Figure 1. Gate families picked out (run 1).
The bar under the picture is 10 um long.
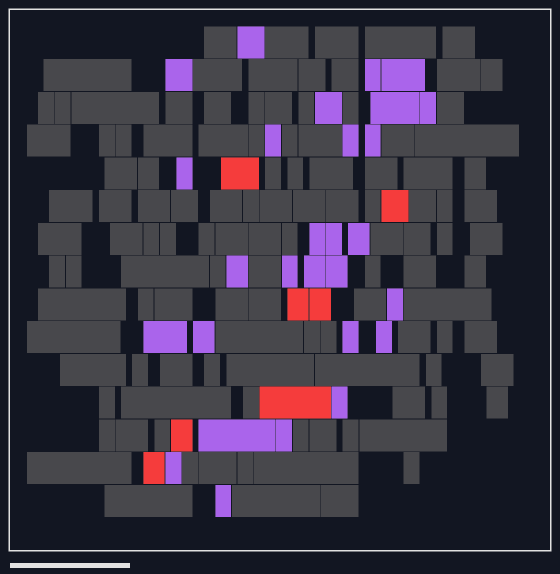
Figure 2. Metal 3 (run 1).
The bar under the picture is 10 um long.
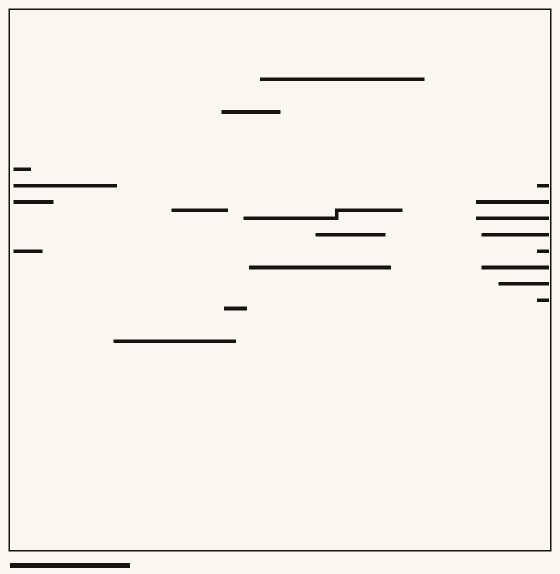
Figure 3. Wires at chosen ports, followed through buffers (run 1).
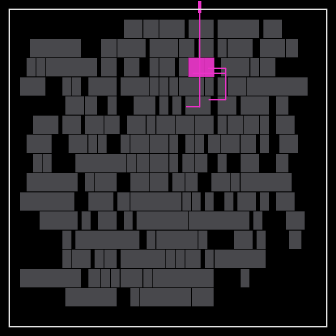
Figure 4. Cell density map (run 1).
9 x 9 tiles, from black (low) to pale yellow (high), 0 to 100% covered.
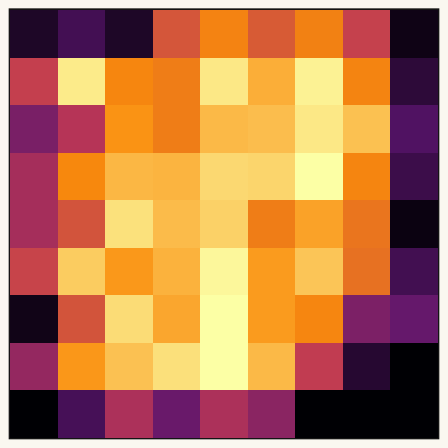
<file path="config.mk">
export PLATFORM = sky130hd
export DESIGN_NAME = clock_set_ctrl_flat
export DESIGN_NICKNAME = d
export VERILOG_FILES = /design/src/rtl/clock_pkg.sv /design/src/rtl/clock_set_ctrl_if.sv /design/src/rtl/btn_edge.sv /design/src/rtl/clock_set_ctrl.sv /design/src/flat_wrapper.sv
export SDC_FILE = /design/constraint.sdc
export NUM_CORES = 1
export LEC_CHECK = 0
export ABC_AREA = 1
export CORE_UTILIZATION = 40
export DETAILED_ROUTE_END_ITERATION = 7
export PLACE_DENSITY = 0.77
export SYNTH_ARGS = -nofsm -noshare
export SYNTH_HDL_FRONTEND = slang
export SYNTH_SLANG_ARGS = --single-unit
</file>
<file path="constraint.sdc">
create_clock -name clk -period 1.05 [get_ports clk]
set_input_delay 0.1575 -clock clk [delete_from_list [all_inputs] [get_ports clk]]
set_output_delay 0.1575 -clock clk [all_outputs]
set_load 0.02 [all_outputs]
</file>
<file path="src/rtl/clock_pkg.sv">
// Shared constants for the clock-calendar mode/set controller: state codes,
// blank-mask field indices, default timing and the state-to-field decode.
package clock_pkg;

  localparam logic [2:0] ST_RUN       = 3'd0;
  localparam logic [2:0] ST_SET_MIN   = 3'd1;
  localparam logic [2:0] ST_SET_HOUR  = 3'd2;
  localparam logic [2:0] ST_SET_DAY   = 3'd3;
  localparam logic [2:0] ST_SET_MONTH = 3'd4;

  localparam int FLD_MIN   = 0;
  localparam int FLD_HOUR  = 1;
  localparam int FLD_DAY   = 2;
  localparam int FLD_MONTH = 3;

  localparam int BLINK_DIV_DEF = 50;
  localparam int TIMEOUT_S_DEF = 10;

  // One-hot field selected by a SET state; all zero in RUN and unused codes.
  function automatic logic [3:0] fld_onehot(input logic [2:0] st);
    logic [3:0] oh;
    oh = '0;
    case (st)
      ST_SET_MIN:   oh[FLD_MIN]   = 1'b1;
      ST_SET_HOUR:  oh[FLD_HOUR]  = 1'b1;
      ST_SET_DAY:   oh[FLD_DAY]   = 1'b1;
      ST_SET_MONTH: oh[FLD_MONTH] = 1'b1;
      default:      oh = '0;
    endcase
    return oh;
  endfunction

endpackage

</file>
<file path="src/rtl/clock_set_ctrl_if.sv">
// Counter-chain bundle: terminal-count flags from the counters, enables,
// seconds clear and display blank mask back to them.
interface clock_set_ctrl_if;
  logic       sec_tc;
  logic       min_tc;
  logic       hour_tc;
  logic       day_tc;
  logic       ce_sec;
  logic       ce_min;
  logic       ce_hour;
  logic       ce_day;
  logic       ce_month;
  logic       sec_clr;
  logic [3:0] blank;

  modport master (
    input  sec_tc, min_tc, hour_tc, day_tc,
    output ce_sec, ce_min, ce_hour, ce_day, ce_month, sec_clr, blank
  );

  modport slave (
    output sec_tc, min_tc, hour_tc, day_tc,
    input  ce_sec, ce_min, ce_hour, ce_day, ce_month, sec_clr, blank
  );
endinterface

</file>
<file path="src/rtl/btn_edge.sv">
// Registers a debounced button level once and emits a one-cycle pulse on its
// rising edge; a held button yields a single pulse.
module btn_edge (
  input  logic clk,
  input  logic glob_rst,
  input  logic btn_i,
  output logic pulse_o
);

  logic cur_q, cur_d;
  logic prev_q, prev_d;

  always_comb begin
    cur_d  = btn_i;
    prev_d = cur_q;
  end

  // NOTE: state flops use non-blocking assignments so every register samples
  // pre-edge values regardless of block ordering.
  always_ff @(posedge clk) begin
    if (glob_rst) begin
      cur_q  <= 1'b0;
      prev_q <= 1'b0;
    end else begin
      cur_q  <= cur_d;
      prev_q <= prev_d;
    end
  end

  assign pulse_o = cur_q & ~prev_q;

endmodule

</file>
<file path="src/rtl/clock_set_ctrl.sv">
// Mode/set controller for the clock-calendar counter chain. Optional SET-mode
// auto-exit after TIMEOUT_S idle ticks is built when CLOCK_SET_AUTO_EXIT_EN is defined.
module clock_set_ctrl
  import clock_pkg::*;
#(
  parameter int BLINK_DIV = BLINK_DIV_DEF,
  parameter int TIMEOUT_S = TIMEOUT_S_DEF
) (
  input  logic             clk,
  input  logic             glob_rst,
  input  logic             tick,
  input  logic             btn_mode,
  input  logic             btn_inc,
  clock_set_ctrl_if.master cnt,
  output logic [2:0]       mode
);

  localparam int BW = (BLINK_DIV > 2) ? $clog2(BLINK_DIV) : 1;

  if (BLINK_DIV < 2 || TIMEOUT_S < 1) begin : g_param_err
    $error("clock_set_ctrl: BLINK_DIV must be >= 2 and TIMEOUT_S >= 1");
  end

  logic          mode_pulse;
  logic          inc_pulse;
  logic          any_edge;
  logic          inc_ok;
  logic [3:0]    sel;
  logic [4:0]    ce_raw;
  logic          to_hit;

  logic [2:0]    state_q, state_d;
  logic          sec_clr_q, sec_clr_d;
  logic [BW-1:0] blink_cnt_q, blink_cnt_d;
  logic          phase_q, phase_d;

  btn_edge u_mode_edge (
    .clk      (clk),
    .glob_rst (glob_rst),
    .btn_i    (btn_mode),
    .pulse_o  (mode_pulse)
  );

  btn_edge u_inc_edge (
    .clk      (clk),
    .glob_rst (glob_rst),
    .btn_i    (btn_inc),
    .pulse_o  (inc_pulse)
  );

  assign any_edge = mode_pulse | inc_pulse;
  // A simultaneous mode press swallows the increment.
  assign inc_ok   = inc_pulse & ~mode_pulse;
  assign sel      = fld_onehot(state_q);

`ifdef CLOCK_SET_AUTO_EXIT_EN
  localparam int TO_W = $clog2(TIMEOUT_S + 1);

  logic [TO_W-1:0] to_cnt_q, to_cnt_d;

  always_comb begin
    to_cnt_d = to_cnt_q;
    to_hit   = 1'b0;
    if (state_q == ST_RUN || any_edge) begin
      to_cnt_d = '0;
    end else if (to_cnt_q == TO_W'(TIMEOUT_S)) begin
      to_cnt_d = '0;
      to_hit   = 1'b1;
    end else if (tick) begin
      to_cnt_d = to_cnt_q + 1'b1;
    end
  end

  always_ff @(posedge clk) begin
    if (glob_rst) to_cnt_q <= '0;
    else          to_cnt_q <= to_cnt_d;
  end
`else
  assign to_hit = 1'b0;
`endif

  // NOTE: every combinational output gets a default first so no path can
  // leave it unassigned and infer a latch.
  always_comb begin
    state_d = state_q;
    case (state_q)
      ST_RUN:       if (mode_pulse) state_d = ST_SET_MIN;
      ST_SET_MIN:   if (mode_pulse) state_d = ST_SET_HOUR;
      ST_SET_HOUR:  if (mode_pulse) state_d = ST_SET_DAY;
      ST_SET_DAY:   if (mode_pulse) state_d = ST_SET_MONTH;
      ST_SET_MONTH: if (mode_pulse) state_d = ST_RUN;
      default:      state_d = ST_RUN;
    endcase
    if (to_hit) state_d = ST_RUN;

    sec_clr_d = (state_q == ST_RUN) & mode_pulse;

    blink_cnt_d = blink_cnt_q + 1'b1;
    phase_d     = phase_q;
    if (blink_cnt_q == BW'(BLINK_DIV - 1)) begin
      blink_cnt_d = '0;
      phase_d     = ~phase_q;
    end
  end

  always_ff @(posedge clk) begin
    if (glob_rst) begin
      state_q     <= ST_RUN;
      sec_clr_q   <= 1'b0;
      blink_cnt_q <= '0;
      phase_q     <= 1'b0;
    end else begin
      state_q     <= state_d;
      sec_clr_q   <= sec_clr_d;
      blink_cnt_q <= blink_cnt_d;
      phase_q     <= phase_d;
    end
  end

  // ce_raw = {month, day, hour, min, sec}; RUN cascades tc flags off tick.
  always_comb begin
    ce_raw = '0;
    if (state_q == ST_RUN) begin
      ce_raw[0] = tick;
      ce_raw[1] = tick & cnt.sec_tc;
      ce_raw[2] = tick & cnt.sec_tc & cnt.min_tc;
      ce_raw[3] = tick & cnt.sec_tc & cnt.min_tc & cnt.hour_tc;
      ce_raw[4] = ce_raw[3] & cnt.day_tc;
    end else begin
      ce_raw[4:1] = sel & {4{inc_ok}};
    end
    if (glob_rst) ce_raw = '0;
  end

  assign cnt.ce_sec   = ce_raw[0];
  assign cnt.ce_min   = ce_raw[1];
  assign cnt.ce_hour  = ce_raw[2];
  assign cnt.ce_day   = ce_raw[3];
  assign cnt.ce_month = ce_raw[4];
  assign cnt.sec_clr  = sec_clr_q;
  assign cnt.blank    = sel & {4{phase_q}};
  assign mode         = state_q;

endmodule

</file>
<file path="src/flat_wrapper.sv">
// flat-port wrapper written by rule: the top's interface ports become plain ports
module clock_set_ctrl_flat import clock_pkg::*;
#(
  parameter int BLINK_DIV = BLINK_DIV_DEF,
  parameter int TIMEOUT_S = TIMEOUT_S_DEF
)
  (clk, glob_rst, tick, btn_mode, btn_inc, mode, cnt_sec_tc, cnt_min_tc, cnt_hour_tc, cnt_day_tc, cnt_ce_sec, cnt_ce_min, cnt_ce_hour, cnt_ce_day, cnt_ce_month, cnt_sec_clr, cnt_blank);
  clock_set_ctrl_if cnt_i ();
  input  logic clk;
  input  logic glob_rst;
  input  logic tick;
  input  logic btn_mode;
  input  logic btn_inc;
  output logic [2:0] mode;
  input wire logic [$bits(cnt_i.sec_tc)-1:0] cnt_sec_tc;
  input wire logic [$bits(cnt_i.min_tc)-1:0] cnt_min_tc;
  input wire logic [$bits(cnt_i.hour_tc)-1:0] cnt_hour_tc;
  input wire logic [$bits(cnt_i.day_tc)-1:0] cnt_day_tc;
  output wire logic [$bits(cnt_i.ce_sec)-1:0] cnt_ce_sec;
  output wire logic [$bits(cnt_i.ce_min)-1:0] cnt_ce_min;
  output wire logic [$bits(cnt_i.ce_hour)-1:0] cnt_ce_hour;
  output wire logic [$bits(cnt_i.ce_day)-1:0] cnt_ce_day;
  output wire logic [$bits(cnt_i.ce_month)-1:0] cnt_ce_month;
  output wire logic [$bits(cnt_i.sec_clr)-1:0] cnt_sec_clr;
  output wire logic [$bits(cnt_i.blank)-1:0] cnt_blank;
  assign cnt_i.sec_tc = cnt_sec_tc;
  assign cnt_i.min_tc = cnt_min_tc;
  assign cnt_i.hour_tc = cnt_hour_tc;
  assign cnt_i.day_tc = cnt_day_tc;
  assign cnt_ce_sec = cnt_i.ce_sec;
  assign cnt_ce_min = cnt_i.ce_min;
  assign cnt_ce_hour = cnt_i.ce_hour;
  assign cnt_ce_day = cnt_i.ce_day;
  assign cnt_ce_month = cnt_i.ce_month;
  assign cnt_sec_clr = cnt_i.sec_clr;
  assign cnt_blank = cnt_i.blank;
  clock_set_ctrl #(.BLINK_DIV(BLINK_DIV), .TIMEOUT_S(TIMEOUT_S)) u_core (.clk(clk), .glob_rst(glob_rst), .tick(tick), .btn_mode(btn_mode), .btn_inc(btn_inc), .cnt(cnt_i), .mode(mode));
endmodule
</file>
==> flow_summary_export.csv, run 1 <==
group,metric,value,unit
setup_path,r2r_cells,7,
clocking,cts_tree,"yes",
layout,final_cell_mix,"nor2_1, buf_4, nand2_1",
global_routing,use_met1,22.4,%
place,dp_hpwl,1.29,mm
layout,seq_share,26.0,%
logic_synthesis,async_flop_share,0,%
floorplanning,rows,15,
global_routing,track_usage,17.9,%
power,power_leader,"registers",
route,drtIter0Drc,10,
floorplanning,core,0.00173,sq mm
layout,fin_area,0.00122,sq mm
logic_synthesis,yosysUniqueCellTypes,18,
global_routing,grt_pass1_wl,2.63,mm
global_routing,grt_max_degree,10,
clocking,path_clk_slew,0.09,ns
final_timing,worst_pin_slew,0.188,ns
layout,drive_gt1_share,44.1,%
clocking,cts_buffer_depth,2,
layout,final_util,70.6,%
final_timing,finalSetupViolCount,10,
setup_path,crit_start,"u_core.mode[2]",
logic_synthesis,edf_count,0,
setup_path,path_class,"flop to output port",
final_timing,period_used_share,140,%
clocking,ctsHoldBuffers,0,
final_timing,hold_viol_final,0,
logic_synthesis,topCellsByArea,"dfxtp_1, nor2_1, nand2_1",
route,vias,793,
setup_path,reg2reg_from,"u_core.mode[2]",
power,p_sw_share,29.6,%
logic_synthesis,common_cells,"nor2_1, nand2_1, dfxtp_1",
final_timing,holdWs,0.386,ns
power,powerSeq,616,uW
hold_path,hold_end,"u_core.u_inc_edge.cur_q",
logic_synthesis,ys_seq_share,40.9,%
final_timing,finalSetupTns,-3.07,ns
final_timing,maxSlewHeadroom,87.4,%
clocking,clockRootBuffer,"clkbuf_4",
layout,inverters,15,
logic_synthesis,largest_area_cell,"dfxtp_1",
route,drt-vias-per-instance,4.48,
final_timing,rsz0062_at_grt,"yes",
route,antenna_left,0,
final_timing,maxSlewViolCount,0,
route,dr.pass1.iters,4,
logic_synthesis,netlist_instances,108,
setup_path,start_kind,"flop",
setup_path,rrSetupSlack,-0.02,ns
power,power.share.clock,26.5,%
route,wl_per_cell,9.94,um
power,pg_clk,333,uW
power,power,1260,uW
final_timing,fin_ws,-0.416,ns
layout,logic_gate_count,78,
layout,syn2layout_area_growth,65.9,%
logic_synthesis,synth_nets,119,
power,p_comb,311,uW
layout,nets,164,
hold_path,hold_depth,3,
global_routing,use_met3,4.40,%
logic_synthesis,ys.flop_type,"dfxtp_1",
final_timing,fmax,0.682,GHz
clocking,htreeDepth,1,
setup_path,crit_required,0.89,ns
clocking,cts_sinks,15,
global_routing,grt_pass1_vias,643,
logic_synthesis,ys_ff,15,
clocking,post_cts_resized,68,
setup_path,path_max_fanout,5,
place,place_area,0.00114,sq mm
final_timing,min_period,1.47,ns
place,place_ws,-0.773,ns
layout,ff_count,15,
floorplanning,tap_cells,25,
layout,n_fill_cell,157,
global_routing,met2_usage,29.1,%
logic_synthesis,synth_top_area_share,40.9,%
logic_synthesis,ys_cells,108,
layout,lay_top_count,"nor2_1",
layout,logic_area,463,sq um
power,ir_worst_vdd,0.891,mV
power,combPwrFrac,24.7,%
layout,dominant_cells,"combinational gates",
setup_path,crit_path_end_kind,"output port",
outcome,violations,"setup timing",
route,wl,1.76,mm
layout,largest_register,"u_core.blink_cnt_q",
floorplanning,die_w,44.9,um
global_routing,grt.overflow.total,0,
logic_synthesis,synth_area_per_cell,6.80,sq um
place,place_congestion,0.821,
floorplanning,fp.dieH,44.9,um
power,seqPwrFrac,48.9,%
route,drc_errors,0,
floorplanning,fp_util,42.5,%
global_routing,gr-max-usage-layer,"met2",
layout,nNonClkBuffers,40,
layout,bufAreaShareNonClock,26.4,%
layout,final-clk-cell-share,2.26,%
place,dp_cells,172,
job,maxCapViolCount,0,
logic_synthesis,synth.most_common_cell,"nor2_1",
logic_synthesis,ys_warn_count,0,
final_timing,finalClockSkew,0.00343,ns
setup_path,arrival,1.31,ns
setup_path,r2r-end,"u_core.mode[1]",
hold_path,holdCritStartpoint,"btn_inc",
layout,seq_area,317,sq um
power,p_leak,0.000525,uW
clocking,clk_latency,0.28,ns
layout,n_clock_buffer,3,
hold_path,hold_class,"input port to flop",
logic_synthesis,synth_area,734,sq um
power,p_switching,373,uW
logic_synthesis,ys_chip_area,734,sq um
setup_path,setup.worst_path.end,"cnt_ce_min",
outcome,status,"finished, violations left",
global_routing,antenna_found_initial,0,
floorplanning,die-area,0.00201,sq mm
clocking,cts_setup_buffers,0,
job,warnings,30,
power,p_int,888,uW
power,p_per_area,1030,mW/mm^2
clocking,cts_buffers,3,
layout,largest_reg_flops,6,
layout,diodes,0,
About Figure 1:
color	family	cells
purple	NAND gates	28
red	inverting AOI/OAI gates	7
Final Non-Filler Cells: 177
Comb/total area: 38.0%

About Figure 2:
wire length on this layer	107 um
share of all routed wire	6.1%

About Figure 3:
color	port	bits	direction	edge	end cells	wire
magenta	cnt_min_tc	1	input	top	2	29.0 um
IO Port Bufs: 21
Ports: 22

About Figure 4:
fullest tile	100%
tiles over 75% full	41%
emptiest ninth of the die	lower right
nearly empty tiles	6.2%

## run 1: critical path, cell delays in order, from the launching register on
cell	delay [ns]
dfxtp_4	0.37
nor2_4	0.17
nand2_4	0.09
nor2_1	0.11
nor2_1	0.07
nor2_2	0.08
buf_4	0.14
## run 1: kinds of logic (layout without fill, tap and decap cells)
kind of cell / after synthesis / count (layout) / synth area share, %
simple gates: 66 / 66 / 39.0
flops: 15 / 15 / 40.9
buf+inv: 15 / 59 / 7.67
compound gates: 7 / 7 / 5.45
xor+xnor: 3 / 3 / 3.58
fa+ha+maj: 2 / 2 / 3.41
## run 1: metal layers
layer  up-vias  part of all wire [%]  routed length, um
li1        420                     -                  -
met3         4                   6.0                106
met4         0                   1.2                 21
met1       343                    45                798
met5         -                     0                  0
met2        26                    47                833
==> run 2, diff against run 1 <==
Settings changed: GPL_ROUTABILITY_DRIVEN set to 1.
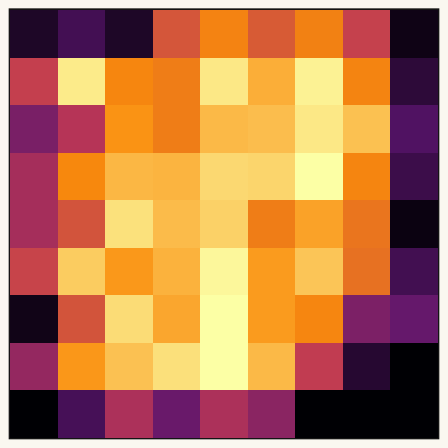
Figure 5: run 2, cell density map.
9 x 9 tiles, from black (low) to pale yellow (high), 0 to 100% covered.
fullest tile	100%
mean over tiles	59%
tiles over 75% full	41%
densest ninth of the die	center

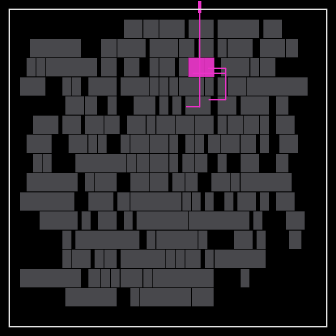
Figure 6: run 2, wires at chosen ports, followed through buffers.
color	port	bits	direction	edge	end cells	wire
magenta	cnt_min_tc	1	input	top	2	29.0 um

==> flow_summary_export.csv, run 2 <==
group,metric,value,unit
floorplanning,die_w,44.9,um
layout,nets,164,
layout,final_util,70.6,%
layout,seq_area,317,sq um
layout,n_fill_cell,157,
power,ir_worst_vdd,0.891,mV
final_timing,fin_ws,-0.416,ns
layout,dominant_cells,"combinational gates",
logic_synthesis,largest_area_cell,"dfxtp_1",
route,wl_met1,798,um
clocking,htreeDepth,1,
logic_synthesis,synth_nets,119,
final_timing,finalSetupViolCount,10,
layout,fin_area,0.00122,sq mm
route,wl_met2,833,um
floorplanning,io_pins,22,
route,vias,793,
layout,logic_gate_count,78,
layout,diodes,0,
clocking,clk_latency,0.28,ns
place,dp_hpwl,1.29,mm
logic_synthesis,synth_area,734,sq um
clocking,cts_tree,"yes",
setup_path,start_kind,"flop",
final_timing,maxSlewViolCount,0,
place,io_buffers,21,
layout,instances_no_fill,177,
power,p_comb,311,uW
power,powerSeq,616,uW
global_routing,use_met1,22.4,%
clocking,cts_buffer_depth,2,
hold_path,hold_end,"u_core.u_inc_edge.cur_q",
outcome,status,"finished, violations left",
global_routing,grt_pass1_vias,643,
power,p_int,888,uW
final_timing,rsz0062_at_grt,"yes",
route,wl,1.76,mm
floorplanning,fp.dieH,44.9,um
hold_path,holdCritStartpoint,"btn_inc",
route,wl_per_cell,9.94,um
power,power_leader,"registers",
route,route.met3.wl,106,um
outcome,violations,"setup timing",
power,p_per_area,1030,mW/mm^2
layout,bufAreaShareNonClock,26.4,%
layout,final_cell_mix,"nor2_1, buf_4, nand2_1",
setup_path,crit_required,0.89,ns
logic_synthesis,ys_chip_area,734,sq um
clocking,path_clk_slew,0.09,ns
final_timing,fmax,0.682,GHz
layout,largest_reg_flops,6,
final_timing,finalSetupTns,-3.07,ns
layout,seq_share,26.0,%
route,drt-vias-per-instance,4.48,
logic_synthesis,topCellsByArea,"dfxtp_1, nor2_1, nand2_1",
logic_synthesis,async_flop_share,0,%
final_timing,worst_pin_slew,0.188,ns
setup_path,crit_path_end_kind,"output port",
setup_path,rrSetupSlack,-0.02,ns
logic_synthesis,synth_top_area_share,40.9,%
floorplanning,fp_util,42.5,%
final_timing,min_period,1.47,ns
power,p_leak,0.000525,uW
logic_synthesis,xor_share,3.58,%
route,antenna_left,0,
logic_synthesis,ys_seq_share,40.9,%
logic_synthesis,ys_ff,15,
route,drc_errors,0,
global_routing,gr-max-usage-layer,"met2",
power,power.share.clock,26.5,%
layout,syn2layout_area_growth,65.9,%
clocking,cts_buffers,3,
final_timing,finalClockSkew,0.00343,ns
layout,inverters,15,
setup_path,r2r_cells,7,
final_timing,hold_viol_final,0,
clocking,cts_setup_buffers,0,
layout,ff_count,15,
layout,n_clock_buffer,3,
setup_path,path_max_fanout,5,
global_routing,met2_usage,29.1,%
layout,lay_top_count,"nor2_1",
layout,largest_register,"u_core.blink_cnt_q",
route,drtIter0Drc,10,
global_routing,use_met3,4.40,%
setup_path,path_class,"flop to output port",
logic_synthesis,ys.flop_type,"dfxtp_1",
route,top_layer,"met4",
floorplanning,tap_cells,25,
layout,final-clk-cell-share,2.26,%
global_routing,grt.overflow.total,0,
place,dp_cells,172,
logic_synthesis,compound_area_share,5.45,%
setup_path,arrival,1.31,ns
power,pg_clk,333,uW
power,p_switching,373,uW
layout,sh_comb_area,38.0,%
logic_synthesis,netlist_instances,108,
logic_synthesis,common_cells,"nor2_1, nand2_1, dfxtp_1",
clocking,clockRootBuffer,"clkbuf_4",
place,place_ws,-0.773,ns
final_timing,period_used_share,140,%
logic_synthesis,ys_sh_adder,3.41,%
floorplanning,rows,15,
floorplanning,core,0.00173,sq mm
logic_synthesis,yosys.area_share.simple,39.0,%
global_routing,track_usage,17.9,%
global_routing,grt_max_degree,10,
route,dr.pass1.iters,4,
final_timing,holdWs,0.386,ns
logic_synthesis,edf_count,0,
hold_path,hold_class,"input port to flop",
clocking,ctsHoldBuffers,0,
final_timing,maxSlewHeadroom,87.4,%
place,place_area,0.00114,sq mm
job,maxCapViolCount,0,
logic_synthesis,synth_area_per_cell,6.80,sq um
power,combPwrFrac,24.7,%
power,p_sw_share,29.6,%
layout,drive_gt1_share,44.1,%
layout,nNonClkBuffers,40,
==> run 2: worst max-delay path: stages (launching register included) <==
cell	delay, ns
dfxtp_4	0.37
nor2_4	0.17
nand2_4	0.09
nor2_1	0.11
nor2_1	0.07
nor2_2	0.08
buf_4	0.14
==> run 2: worst max-delay path by stage <==
stage | from | endpoint | slack (ns) | cells after the start
after global routing | u_core.mode[2] | cnt_ce_min | -0.49 | 6
after CTS | u_core.mode[0] | cnt_ce_min | -0.40 | 6
after floorplan | u_core.mode[2] | cnt_ce_month | -0.03 | 5
after global placement | tick | cnt_ce_hour | -0.75 | 6
after detailed placement | tick | cnt_ce_hour | -0.77 | 6
final | u_core.mode[2] | cnt_ce_min | -0.42 | 6
==> run 3, diff against run 2 <==
Settings changed: CORE_UTILIZATION 40 to 48, PLACE_DENSITY 0.77 to 0.86.
Clock period 1.05 ns to 1.7 ns, I/O delays scaled along.
==> flow_summary_export.csv, run 3 <==
group,metric,value,unit
outcome,status,"complete, no violations",
layout,syn2layout_area_growth,39.7,%
floorplanning,die-area,0.00169,sq mm
floorplanning,rows,13,
setup_path,crit_family,"buffers and inverters",
global_routing,grt_max_degree,9,
clocking,htreeDepth,1,
logic_synthesis,common_cells,"nor2_1, nand2_1, dfxtp_1",
setup_path,arrival,1.34,ns
place,io_buffers,21,
final_timing,min_period,1.60,ns
logic_synthesis,topCellsByArea,"dfxtp_1, nor2_1, nand2_1",
logic_synthesis,netlist_instances,108,
global_routing,met2_usage,42.6,%
global_routing,gr-max-usage-layer,"met2",
power,p_leak,0.000462,uW
logic_synthesis,xor_share,3.58,%
place,place_area,0.00102,sq mm
layout,nets,153,
layout,instances_no_fill,156,
power,combPwrFrac,20.3,%
global_routing,antenna_found_initial,0,
power,p_switching,197,uW
layout,n_fill_cell,107,
clocking,ctsHoldBuffers,0,
hold_path,holdCritStartpoint,"u_core.u_inc_edge.cur_q",
route,wl_met2,818,um
final_timing,hold_viol_final,0,
power,ir_worst_vdd,0.622,mV
logic_synthesis,ys.flop_type,"dfxtp_1",
final_timing,maxSlewHeadroom,83.0,%
route,drtIter0Drc,17,
route,top_layer,"met4",
clocking,path_clk_slew,0.08,ns
clocking,cts_tree,"yes",
logic_synthesis,ys_seq_share,40.9,%
global_routing,use_met1,27.5,%
route,drt-vias-per-instance,4.94,
clocking,post_cts_resized,23,
logic_synthesis,async_flop_share,0,%
final_timing,finalClockSkew,0.00639,ns
layout,final_cell_mix,"nor2_1, nand2_1, inv_1, clkdlybuf4s50_1, dfxtp_1",
setup_path,cp_num_cells,2,
job,maxCapViolCount,0,
logic_synthesis,edf_count,0,
place,place_ws,-0.365,ns
logic_synthesis,ys_warn_count,0,
final_timing,finalSetupViolCount,0,
logic_synthesis,synthMuxAreaShare,0,%
setup_path,start_kind,"flop",
setup_path,r2r_cells,4,
hold_path,hold_end,"u_core.u_inc_edge.prev_q",
power,power,724,uW
logic_synthesis,yosys.area_share.simple,39.0,%
power,p_comb,147,uW
global_routing,grt_pass1_wl,2.70,mm
logic_synthesis,ys_ff,15,
layout,diodes,0,
final_timing,period_used_share,94.0,%
setup_path,crit_path_max_incr_delay,0.58,ns
power,power.share.clock,27.1,%
logic_synthesis,compound_area_share,5.45,%
route,antenna_left,0,
logic_synthesis,ys_cells,108,
global_routing,grt_pass1_vias,684,
route,route.met3.wl,83,um
clocking,cts_sinks,15,
setup_path,r2r-end,"u_core.blink_cnt_q[3]",
final_timing,fmax,0.626,GHz
final_timing,worst_pin_slew,0.256,ns
logic_synthesis,synth_top_area_share,40.9,%
final_timing,finalSetupTns,0,ns
final_timing,rsz0062_at_grt,"yes",
power,pg_clk,196,uW
place,dp_cells,152,
route,dr.pass1.iters,4,
-- run 3: cell counts after synthesis --
No cell type changed its count.
-- run 3: worst max path at each step --
stage	startpoint	to	slack [ns]
floorplan	u_core.mode[0]	cnt_ce_day	0.31
global placement	tick	cnt_ce_hour	-0.26
detailed placement	tick	cnt_ce_month	-0.37
CTS	u_core.mode[2]	cnt_ce_min	0.0005
global route	u_core.mode[0]	cnt_blank[1]	-0.006
finish	u_core.mode[1]	mode[1]	0.10
-- run 3: final cells by class --
type	instances	area [sq um]	area share, %
inverters	15	56.3	5.49
clock buffers	4	26.3	2.56
flip-flops and latches	15	304	29.6
multi-input cells	78	385	37.6
well taps	15	18.8	1.83
repair buffers	29	235	22.9
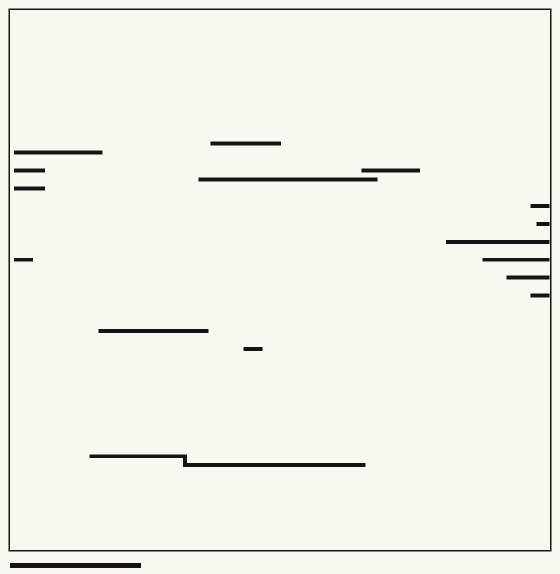
Figure 7: run 3, metal 3.
The bar under the picture is 10 um long.
nets with wire on the layer	14
wire length on this layer	83.2 um
longest straight run	13.6 um
M3 GR Usage: 9.24%
via count: 770
Routed WL: 1.70 mm

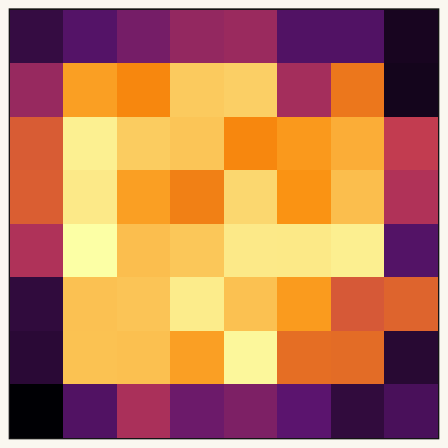
Figure 8: run 3, cell density map.
8 x 8 tiles, from black (low) to pale yellow (high), 0 to 100% covered.
densest ninth of the die	center
tiles over 75% full	44%
fullest tile	100%
mean over tiles	60%
nearly empty tiles	1.6%
Core Region: 0.00137 sq mm
Core Util, Final: 75.1%
FP Util: 53.8%

Power and IR drop assume default switching activity.
